Figure 1. Met4 routing.
(2 px per um) Supply wires on this layer in grey.
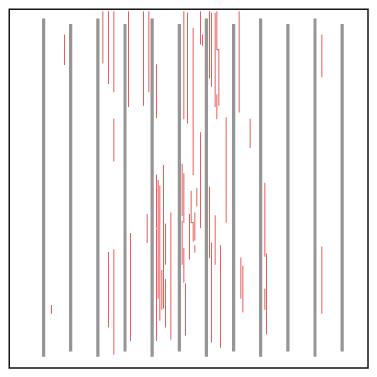
Figure 2. Metal 2.
(1.5 px per um) Cells faint in the background.
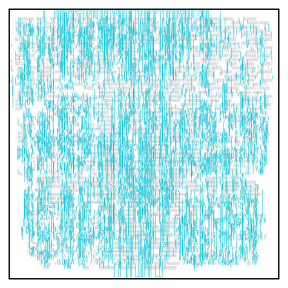
Figure 3. Met1 routing.
(2 px per um) Supply wires on this layer in grey.
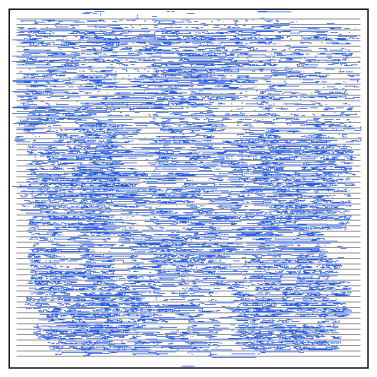
Figure 4. Placement view.
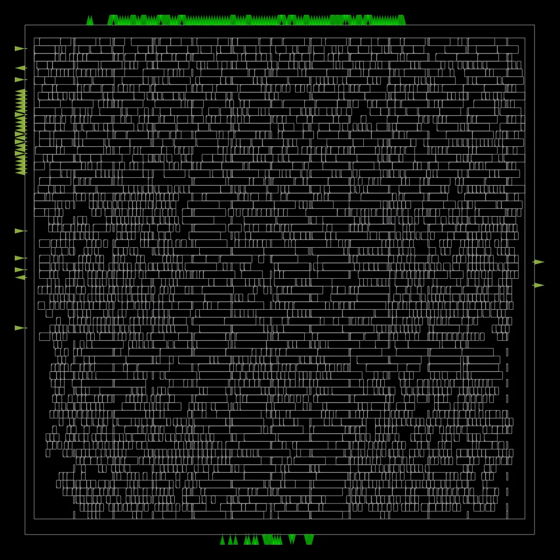
Figure 5. M3 wires.
(2 px per um)
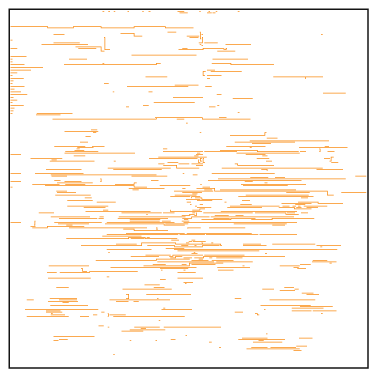
==> config.mk <==
export PLATFORM = sky130hd
export DESIGN_NAME = cordic_tdm_scheduler
export DESIGN_NICKNAME = d
export VERILOG_FILES = /design/src/rtl/cordic_pkg.sv /design/src/rtl/cordic_tag_pipe.sv /design/src/rtl/cordic_tdm_scheduler.sv
export SDC_FILE = /design/constraint.sdc
export NUM_CORES = 1
export LEC_CHECK = 0
export ABC_AREA = 1
export CAP_MARGIN = 10
export CORE_MARGIN = 3
export CORE_UTILIZATION = 60
export DETAILED_ROUTE_END_ITERATION = 6
export PLACE_DENSITY_LB_ADDON = 0.12
export SLEW_MARGIN = 20
export SYNTH_ARGS = -nofsm -noshare
export SYNTH_HDL_FRONTEND = slang
export SYNTH_SLANG_ARGS = --single-unit
==> constraint.sdc <==
create_clock -name clk -period 5.2 [get_ports clk]
set_input_delay 1.04 -clock clk [delete_from_list [all_inputs] [get_ports clk]]
set_output_delay 1.04 -clock clk [all_outputs]
set_load 0.005 [all_outputs]
==> src/rtl/cordic_pkg.sv <==
// Shared types and constants for the CORDIC time-division scheduler.
//   phase_t    : signed 1.2.13 phase word (range PI_NEG..PI_POS)
//   tag_t      : channel tag that travels alongside each CORDIC operation
//   phase_wrap : one accumulator step with wrap into [PI_NEG, PI_POS]
package cordic_pkg;

  localparam int unsigned PHASE_W = 16;
  localparam int unsigned TAG_CHW = 4;  // covers up to 16 channels

  localparam logic signed [PHASE_W-1:0] PI_POS = 16'sh6488;
  localparam logic signed [PHASE_W-1:0] PI_NEG = 16'sh9B78;
  localparam logic [PHASE_W:0]          TWO_PI = 17'd51472;

  typedef logic signed [PHASE_W-1:0] phase_t;

  typedef struct packed {
    logic               valid;
    logic [TAG_CHW-1:0] ch;
  } tag_t;

  // acc + inc at 17 bits; anything past +pi folds back by one full turn.
  function automatic phase_t phase_wrap(input phase_t acc, input logic [PHASE_W-1:0] inc);
    logic signed [PHASE_W:0] sum;
    sum = $signed({acc[PHASE_W-1], acc}) + $signed({1'b0, inc});
    if (sum > $signed({PI_POS[PHASE_W-1], PI_POS})) begin
      sum = sum - $signed(TWO_PI);
    end
    return phase_t'(sum[PHASE_W-1:0]);
  endfunction

endpackage

==> src/rtl/cordic_tag_pipe.sv <==
// Fixed-depth shift register of channel tags, matched to the CORDIC latency.
//   clk  : clock
//   clr  : synchronous clear of every stage
//   din  : tag entering the line
//   dout : tag leaving the line, DEPTH clocks after entry
module cordic_tag_pipe
  import cordic_pkg::*;
#(
  parameter int unsigned DEPTH = 20
) (
  input  logic clk,
  input  logic clr,
  input  tag_t din,
  output tag_t dout
);

  tag_t line [DEPTH];

  // Shifts every clock; the CORDIC has no backpressure, so neither does this.
  always_ff @(posedge clk) begin
    if (clr) begin
      for (int unsigned i = 0; i < DEPTH; i++) begin
        line[i] <= '0;
      end
    end else begin
      line[0] <= din;
      for (int unsigned i = 1; i < DEPTH; i++) begin
        line[i] <= line[i-1];
      end
    end
  end

  assign dout = line[DEPTH-1];

endmodule

==> src/rtl/cordic_tdm_scheduler.sv <==
// Round-robin scheduler sharing one CORDIC sin/cos core among NCH tone channels.
//   clk, rst           : clock, synchronous active-high reset
//   en                 : issue one channel per clock while high
//   cfg_we/ch/inc      : per-channel phase increment write
//   sync               : zero all phase accumulators
//   m_phase_tvalid/data: phase stream to the CORDIC
//   s_dout_tvalid/sin/cos : samples returning from the CORDIC
//   ch_sin, ch_cos     : per-channel latest samples, channel k at [k*OW +: OW]
//   ch_valid           : per-channel update strobe
//   err                : sticky tag/valid mismatch
module cordic_tdm_scheduler
  import cordic_pkg::*;
#(
  parameter int unsigned NCH = 4,
  parameter int unsigned PW  = 16,
  parameter int unsigned OW  = 12,
  parameter int unsigned LAT = 20,
  parameter int unsigned CHW = (NCH > 1) ? $clog2(NCH) : 1
) (
  input  logic              clk,
  input  logic              rst,
  input  logic              en,
  input  logic              cfg_we,
  input  logic [CHW-1:0]    cfg_ch,
  input  logic [PW-1:0]     cfg_inc,
  input  logic              sync,
  output logic              m_phase_tvalid,
  output logic [PW-1:0]     m_phase_tdata,
  input  logic              s_dout_tvalid,
  input  logic [OW-1:0]     s_dout_sin,
  input  logic [OW-1:0]     s_dout_cos,
  output logic [NCH*OW-1:0] ch_sin,
  output logic [NCH*OW-1:0] ch_cos,
  output logic [NCH-1:0]    ch_valid,
  output logic              err
);

  localparam int unsigned DW = $clog2(LAT + 1);

  phase_t         acc [NCH];
  logic [PW-1:0]  inc [NCH];
  logic [CHW-1:0] slot;
  logic [DW-1:0]  drain;
  tag_t           tag_q;
  tag_t           tag_out;

  // Round-robin slot; holds while en is low.
  always_ff @(posedge clk) begin
    if (rst) begin
      slot <= '0;
    end else if (en) begin
      if (slot == CHW'(NCH - 1)) begin
        slot <= '0;
      end else begin
        slot <= slot + CHW'(1);
      end
    end
  end

  // Accumulators and increments; sync overrides the issue update,
  // and a same-cycle config write only takes effect on the next issue.
  always_ff @(posedge clk) begin
    if (rst) begin
      for (int unsigned k = 0; k < NCH; k++) begin
        acc[k] <= '0;
        inc[k] <= '0;
      end
    end else begin
      for (int unsigned k = 0; k < NCH; k++) begin
        if (sync) begin
          acc[k] <= '0;
        end else if (en && (slot == CHW'(k))) begin
          acc[k] <= phase_wrap(acc[k], inc[k]);
        end
        if (cfg_we && (cfg_ch == CHW'(k))) begin
          inc[k] <= cfg_inc;
        end
      end
    end
  end

  // Phase issue plus the stage-0 tag that sits alongside m_phase_*.
  always_ff @(posedge clk) begin
    if (rst) begin
      m_phase_tvalid <= 1'b0;
      m_phase_tdata  <= '0;
      tag_q          <= '0;
    end else begin
      m_phase_tvalid <= en;
      if (en) begin
        m_phase_tdata <= acc[slot];
      end
      tag_q.valid <= en;
      tag_q.ch    <= TAG_CHW'(slot);
    end
  end

  // LAT further stages bring the tag into line with s_dout_tvalid.
  cordic_tag_pipe #(
    .DEPTH (LAT)
  ) u_tag_pipe (
    .clk  (clk),
    .clr  (rst),
    .din  (tag_q),
    .dout (tag_out)
  );

  // Drain window: results of operations launched before reset are ignored.
  always_ff @(posedge clk) begin
    if (rst) begin
      drain <= DW'(LAT);
    end else if (drain != '0) begin
      drain <= drain - DW'(1);
    end
  end

  // Output demux and sticky error.
  always_ff @(posedge clk) begin
    if (rst) begin
      ch_sin   <= '0;
      ch_cos   <= '0;
      ch_valid <= '0;
      err      <= 1'b0;
    end else begin
      ch_valid <= '0;
      if (drain == '0) begin
        if (s_dout_tvalid != tag_out.valid) begin
          err <= 1'b1;
        end
        if (s_dout_tvalid && tag_out.valid) begin
          for (int unsigned k = 0; k < NCH; k++) begin
            if (tag_out.ch == TAG_CHW'(k)) begin
              ch_sin[k*OW +: OW] <= s_dout_sin;
              ch_cos[k*OW +: OW] <= s_dout_cos;
              ch_valid[k]        <= 1'b1;
            end
          end
        end
      end
    end
  end

endmodule

==> out/results.env <==
RUN_STATUS='finished, final reports clean'
POST_SYNTH.CELL_AREA_AVG_UM2=6.96
SWITCHING_SHARE_PCT=31.3
WORST_R2R_ENDPOINT='acc[2][10]$_SDFFCE_PN0P_'
FLOORPLANUTILIZATION_PCT=61.6
HOLD_BUFFERS=0
YS_ASYNC_SR_FRACTION_PCT=0
WORST-PATH-BUF-INV=1
TRITONCTS='yes'
TRITONCTS_NUM_SINKS=315
CP_TOP_FAMILY='simple AND/OR/NAND/NOR gates'
POST_SYNTH_MUX_AREA_SHARE_PCT=0
R2R.WORST_PATH.CELLS=18
ACHIEVABLE-FREQUENCY_MHz=269
SYN2LAYOUT_AREA_GROWTH_PCT=17.0
CRIT_TOP_CELL='sky130_fd_sc_hd__nand2_1'
SYN_NETS=2700
SETUP_WS_NS=1.48
POWER-TOP-GROUP='sequential cells'
UTILIZATION_AFTER_LAYOUT_PCT=72.1
DP.CELLS=3061
ANTENNA_CELLS=0
POWER_DENSITY_nW_PER_UM2=320
MINIMUM_SETUP_SLACK_AFTER_PLACEMENT_NS=1.30
HP-CLASS='reg2reg'
DP_HPWL_MM=39.3
FIRST_PASS_GRT_WIRE_LENGTH_MM=81.1
WIRELENGTH_MET1_MM=21.9
YOSYSWARNINGS=0
PIN_COUNT_OF_THE_BIGGEST_NET_ENTERING_GLOBAL_ROUTING=94
GRT-BUSIEST-LAYER='met2'
FINALHOLDWORSTSLACK_NS=0.390
SEQUENTIAL_POWER_mW=2.76
SYN_INST=2570
COMB-POWER_mW=1.49
CTS.ROOT.BUFFER_CELL='sky130_fd_sc_hd__clkbuf_16'
DIE_Y_UM=179
MAXSLEWVIOLCOUNT=0
SETUP_VIOL_COUNT_FINAL=0
CRITICAL_PATH.SLOWEST_CELL='sky130_fd_sc_hd__xnor2_1'
DRTANTENNAVIOLNETS=0
STARTPOINT_TYPE='register'
PATH_DEPTH=18
FINALINSTANCEAREA_UM2=20900
WORSTPATHMAXFANOUT=11
ARRIVAL_NS=4.03
GRT_PASS1_VIAS=15600
FINAL-HOLD-VIOLATION-COUNT=0
TOPCELLSBYAREA='sky130_fd_sc_hd__edfxtp_1 21%, sky130_fd_sc_hd__dfxtp_1 21%, sky130_fd_sc_hd__nand2_1 14%'
YOSYS_REGISTER_BITS=315
DPL_CELL_AREA_UM2=19800
YOSYSCHIPAREA_UM2=17900
TRITONCTS.NUM_BUFFERS=31
HIGHEST_METAL_LAYER_WITH_SIGNAL_WIRES='met4'
YS_CELLS=2570
SYNTH.COMB.LARGEST_FAMILY='simple AND/OR/NAND/NOR gates'
ENABLE_FLOP_CELLS=128
HTREE_NUM_LEVELS=1
RSZ_0062_RAISED_AFTER_GLOBAL_ROUTING='no'
VDD.IR_DROP.WORST_V=0.000280
REMAINING_DRC_ERRORS=0
SYNTH_TOP_AREA_SHARE_PCT=21.5
CLK_PIN_SLEW_WORST_PATHS_NS=0.07
WL_PER_CELL_UM=16.8
POST_ROUTE_CELLS_DRIVE_ABOVE_1_SHARE_PCT=4.64
CRITICALPATHCATEGORY='reg2reg'
AGGREGATE_GLOBAL_ROUTE_RESOURCE_USAGE_PCT=31.9
FINAL_LAYOUT_TOP_LOGIC_CELL='sky130_fd_sc_hd__nand2_1'
CTS_RESIZED=0
CRITPATHREQUIREDTIME_NS=5.51
LEADING_CELL_TYPES_IN_THE_LAYOUT_FILL_AND_TAPS_EXCLUDED='679 x sky130_fd_sc_hd__nand2_1, 514 x sky130_fd_sc_hd__nor2_1, 322 x sky130_fd_sc_hd__inv_1, 187 x sky130_fd_sc_hd__dfxtp_1, 175 x sky130_fd_sc_hd__nand3_1'
GRT_ANTENNA_BEFORE_REPAIR=0
COMPOUND_GATE_PORTION_OF_THE_SYNTHESIZED_AREA_PCT=7.73
DRT-PASS1-ITER-COUNT=6
MIN-DELAY-START='u_tag_pipe.line[0][4]$_SDFF_PP0_'
CLK_PATH_BUF_DEPTH=3
CRIT_START='acc[2][0]$_SDFFCE_PN0P_'
DESIGN_POWER_TOTAL_mW=6.70
SETUP.WORST_PATH.END_CLASS='register'
TIMING.RR.START='acc[2][0]$_SDFFCE_PN0P_'
GRT-OVFL-TOTAL=0
POWER.NET_SWITCHING_mW=2.10
POWER.COMBINATIONAL.FRACTION_PCT=22.2
POST_CTS_BUFFERS=0
DOMINANTREGCELLSYNTH='sky130_fd_sc_hd__dfxtp_1'
FF2FF_SETUP_SLACK_NS=1.48
WORST_SLEW_MARGIN_REL_PCT=34.3
Notes on Figure 1 above:
share of all routed wire: 3.7%
nets with wire on the layer: 49
longest straight run: 73.4 um
wire length on this layer: 1,950 um
main direction: vertical
WL final: 52.5 mm
vias post-DR: 17,300

Notes on Figure 2 above:
nets with wire on the layer: 2,295
main direction: vertical
met2 Resource Use GR: 50.3%

Notes on Figure 3 above:
share of all routed wire: 42%
longest straight run: 45.5 um
wire length on this layer: 21.9 mm
main direction: horizontal
met1 Usage GRT: 45.3%

Notes on Figure 4 above:
flop share of the area: 36.3%
non-filler cells, final: 3,119
number of inserted filler cells in the final layout: 2,348
Core Area: 29,000 um^2

Notes on Figure 5 above:
nets with wire on the layer: 343
wire length on this layer: 5,180 um
met3 Use GR: 4.79%

sequential cells by signal (all words and copies together) (netlist names), 2 cells and up:
signal and cells:
tag_q 3, u_tag_pipe.line 60, m_phase_tdata 16, acc 64, slot 2, drain 5, inc 64, ch_sin 48
ch_cos 48, ch_valid 4
cells in the mapped netlist (all sizes together), types with 6 or more instances:
cell and number:
nand4 37, o22ai 15, clkbuf 48, edfxtp 128, nand2 704, a21oi 91
ha 78, xor2 21, nand3 176, nor3 9, dfxtp 187, or2 6
o21ai 154, inv 341, nor2 521, buf 18, and2 14
layout make-up:
type,instances,area [um^2],area share (%)
multi-input cells,1845,8730,41.7
flip-flops and latches,315,7590,36.3
repair buffers,173,1710,8.17
inverters,344,1290,6.17
clock buffers,37,838,4.01
well taps,384,480,2.30
clock inverters,21,283,1.35
No activity file was given, so power comes from the tool's default toggle rates.
